<file path="src/rtl/chess_turn_ctrl.sv">
// chess_turn_ctrl: two-player chess clock controller with prescaled countdown tick
module chess_turn_ctrl #(
    parameter int unsigned TICK_DIV = 100000000
) (
    input  logic       CLK,
    input  logic       CLR_N,
    input  logic       START,
    input  logic       PAUSE,
    input  logic       BTN_A,
    input  logic       BTN_B,
    input  logic       ZERO_A,
    input  logic       ZERO_B,
    output logic       LOAD,
    output logic       CE_A,
    output logic       CE_B,
    output logic       TICK,
    output logic [2:0] STATE,
    output logic       FLAG_A,
    output logic       FLAG_B,
    output logic [7:0] MOVES
);

    typedef enum logic [2:0] {
        IDLE   = 3'd0,
        RUN_A  = 3'd1,
        RUN_B  = 3'd2,
        PAUSED = 3'd3,
        FLAG   = 3'd4
    } state_t;

    localparam logic [26:0] PRESC_TOP = 27'(TICK_DIV - 1);

    state_t      state;
    logic        turn;
    logic [26:0] presc;
    logic        wrap;

    assign STATE = state;
    assign wrap  = presc == PRESC_TOP;

    // Game FSM; every output is a register updated alongside the next state
    always_ff @(posedge CLK) begin
        if (!CLR_N) begin
            state  <= IDLE;
            turn   <= 1'b0;
            presc  <= '0;
            LOAD   <= 1'b0;
            CE_A   <= 1'b0;
            CE_B   <= 1'b0;
            TICK   <= 1'b0;
            FLAG_A <= 1'b0;
            FLAG_B <= 1'b0;
            MOVES  <= '0;
        end else begin
            LOAD <= 1'b0;
            TICK <= 1'b0;
            CE_A <= 1'b0;
            CE_B <= 1'b0;
            case (state)
                IDLE: if (START) begin
                    state  <= RUN_A;
                    turn   <= 1'b0;
                    presc  <= '0;
                    LOAD   <= 1'b1;
                    CE_A   <= 1'b1;
                    MOVES  <= '0;
                    FLAG_A <= 1'b0;
                    FLAG_B <= 1'b0;
                end
                RUN_A: if (ZERO_A) begin
                    state  <= FLAG;
                    FLAG_A <= 1'b1;
                end else if (BTN_A) begin
                    state <= RUN_B;
                    turn  <= 1'b1;
                    presc <= '0;
                    CE_B  <= 1'b1;
                end else if (PAUSE) begin
                    state <= PAUSED;
                end else begin
                    CE_A  <= 1'b1;
                    presc <= wrap ? '0 : presc + 27'd1;
                    TICK  <= wrap;
                end
                RUN_B: if (ZERO_B) begin
                    state  <= FLAG;
                    FLAG_B <= 1'b1;
                end else if (BTN_B) begin
                    state <= RUN_A;
                    turn  <= 1'b0;
                    presc <= '0;
                    CE_A  <= 1'b1;
                    MOVES <= (MOVES == 8'hFF) ? MOVES : MOVES + 8'd1;
                end else if (PAUSE) begin
                    state <= PAUSED;
                end else begin
                    CE_B  <= 1'b1;
                    presc <= wrap ? '0 : presc + 27'd1;
                    TICK  <= wrap;
                end
                PAUSED: if (PAUSE) begin
                    state <= turn ? RUN_B : RUN_A;
                    presc <= '0;
                    CE_A  <= !turn;
                    CE_B  <= turn;
                end
                FLAG: if (START) state <= IDLE;
                default: state <= IDLE;
            endcase
        end
    end

endmodule

</file>
<file path="config.mk">
export PLATFORM = sky130hd
export DESIGN_NAME = chess_turn_ctrl
export DESIGN_NICKNAME = d
export VERILOG_FILES = /design/src/rtl/chess_turn_ctrl.sv
export SDC_FILE = /design/constraint.sdc
export NUM_CORES = 1
export LEC_CHECK = 0
export ABC_AREA = 1
export CAP_MARGIN = 20
export CORE_MARGIN = 2
export CORE_UTILIZATION = 35
export DETAILED_ROUTE_END_ITERATION = 7
export PLACE_DENSITY = 0.62
export SLEW_MARGIN = 20
export SYNTH_ARGS = -nofsm -noshare
export SYNTH_HDL_FRONTEND = slang
export SYNTH_SLANG_ARGS = --single-unit
</file>
<file path="constraint.sdc">
create_clock -name CLK -period 3.15 [get_ports CLK]
set_input_delay 0.4725 -clock CLK [delete_from_list [all_inputs] [get_ports CLK]]
set_output_delay 0.4725 -clock CLK [all_outputs]
set_load 0.02 [all_outputs]
</file>
### Gate-type map

The bar under the picture is 20 um long.
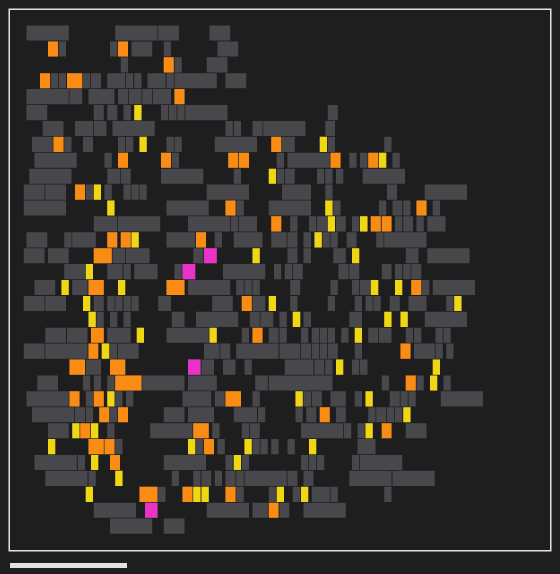
AND and OR gates: drawn in magenta, cells 4. inverters: drawn in yellow, cells 52. inverting AOI/OAI gates: drawn in orange, cells 53.
most frequent logic cell in the layout: nand2_1
Comb area share: 0.496
final std cells w/o fill: 543

### Floorplan with the power grid

Pins as bars on the die edge. Tap cells in gray.
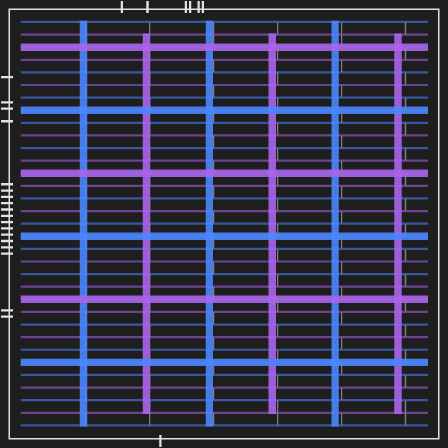
VDD: drawn in purple. VSS: drawn in blue.
The core has 32 rows. 6 straps on met5. 6 straps on met4.
Worst VDD drop: 0.241 mV
Die Span Y: 92.3 um
Die W: 92.3 um
core area: 0.00765 mm^2

### Cells colored by class

The bar under the picture is 20 um long.
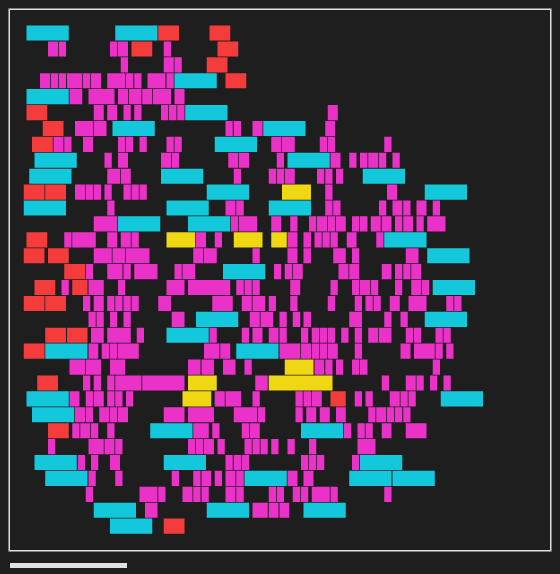
other buffers and delay cells: drawn in red, cells 26, share of their area 8.4%. clock drivers and dummy loads: drawn in yellow, cells 8, share of their area 3.9%. all other logic: drawn in magenta, cells 362, share of their area 58%. flops: drawn in cyan, cells 45, share of their area 30%.
Final Util: 0.415
Finished Cell Area: 0.00317 mm^2
sequential cell area share: 0.284
Rows: 32

### Clock wiring as the flow saved it

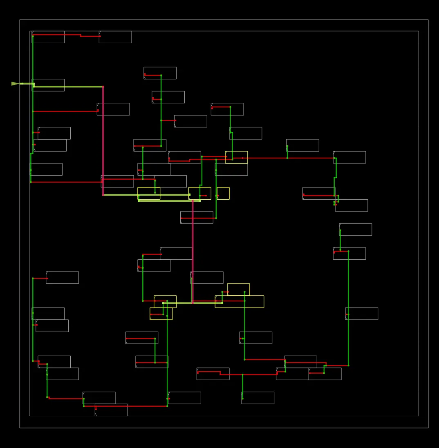
clk latency late pin: 300 ps
Clock Power: 0.000466 W

### Clock wires, drivers and flops

The bar under the picture is 20 um long.
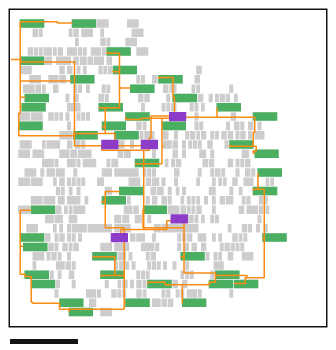
flip-flops: drawn in green, count 45. clock wires: drawn in orange, length 636 um. cells driving clock nets: drawn in purple, count 5.
Position of the flops: spread over the die. There are 6 routed clock nets.
clock power share: 0.368
Clock Skew: 5.39 ps

==> results.cfg <==
; synthesis and place-and-route metrics
[status]
status = finished, final reports clean

[setup_path]
required_ps = 3380
worstSetupStartpoint = PAUSE
path_cells = clkdlybuf4s50_1 -> inv_1 -> nand4_1 -> nor2_1 -> nand2_1 -> nand2_2 -> nand2_2 -> nand2_2 -> nor3b_1
cp.arrival_ps = 2360
rr_worst_depth = 10
crit_type = in2reg

[final_timing]
tns_ps = 0
worst_pin_slew_ps = 671
finalHoldViolCount = 0
fin_crit_ps = 2140
hold_slack_ps = 478

[clocking]
cts_max_level = 2
cts_made_buffers = 5
clk_path_buf_depth = 2
cts_hold_buf = 0

[logic_synthesis]
ys_warn_count = 0
simple_gate_share = 0.427
ys_ff = 45
fp_nets = 426
yosys.area.top_type = dfxtp_1
ys_area_mm2 = 0.00273
top_logic_kind = simple AND/OR/NAND/NOR gates

[die]
initCoreUtil = 0.357
## cell usage in the layout, fill, tap and decap left out, types with 4 or more instances in the layout
cell type,Yosys,routed
nand4_1,11,11
xor2_1,7,7
inv_2,5,5
dfxtp_1,45,45
inv_1,47,47
nand2_1,101,101
o21ai_0,9,9
nand3_1,38,38
a21oi_1,31,31
nor2_1,57,57
nand2_2,4,4
clkdlybuf4s50_1,0,24
nand2_4,5,5
clkbuf_8,0,6
nor3_1,11,11
## worst min-delay path by stage
| stage | endpoint | slack [ps] | from | depth (start not counted) |
|---|---|---|---|---|
| after floorplan | presc[3] | 450 | presc[3] | 2 |
| after global placement | FLAG_B | 460 | FLAG_B | 2 |
| after detailed placement | FLAG_B | 460 | FLAG_B | 2 |
| after CTS | FLAG_B | 480 | FLAG_B | 2 |
| after global routing | presc[3] | 510 | presc[3] | 2 |
| final | FLAG_B | 480 | FLAG_B | 2 |
## layout make-up
cell class | instances | area, um^2
Multi-Input combinational cell | 310 | 1570
Clock inverter | 2 | 37.5
Inverter | 52 | 195
Fill cell | 813 | 4470
Clock buffer | 6 | 82.6
Timing Repair Buffer | 26 | 255
Sequential cell | 45 | 901
Tap cell | 102 | 128
## kinds of logic after synthesis
kind of cell    Yosys count
fa+ha+maj                 2
simple gates            246
flops                    45
buf+inv                  61
xor+xnor                  9
compound gates           53
## flip-flops by register name (all words and copies together), names as in the netlist
name	count
MOVES	8
FLAG_B	1
turn	1
LOAD	1
FLAG_A	1
CE_B	1
presc	27
CE_A	1
TICK	1
STATE	3
## critical path: cells and delay by family
family / cells / cell delay, ps
AND/OR/NAND/NOR: 7 / 1040
buffers and inverters: 2 / 840
## stage by stage
stage / util / area [um^2] / total power, W / std cells / worst slack [ps]
final: 0.415 / 3170 / 0.00127 / 543 / 1010
after global routing: 0.415 / 3170 / 0.00133 / 543 / 869
after CTS: 0.415 / 3170 / 0.00129 / 543 / 1020
after detailed placement: 0.399 / 3050 / 0.000816 / 535 / 703
after global placement: 0.399 / 3050 / 0.000815 / 535 / 759
after floorplan: - / 2730 / 0.000758 / 416 / 1510
## power by group
| part | leakage [nW] | internal [W] | switching (W) |
|---|---|---|---|
| Combinational | 0.739 | 0.0000654 | 0.000146 |
| Sequential | 0.364 | 0.000580 | 0.0000108 |
| Clock | 0.0574 | 0.000258 | 0.000208 |
| Total | 1.16 | 0.000903 | 0.000365 |
## per-layer routing
layer | up-vias | global-route usage | wire length (um)
met5 | - | 0 | 0
met4 | 0 | 0.0473 | 58
met3 | 6 | 0.0269 | 211
met2 | 41 | 0.314 | 3520
met1 | 1301 | 0.222 | 3320
li1 | 1401 | - | -
Power and IR drop assume default switching activity.
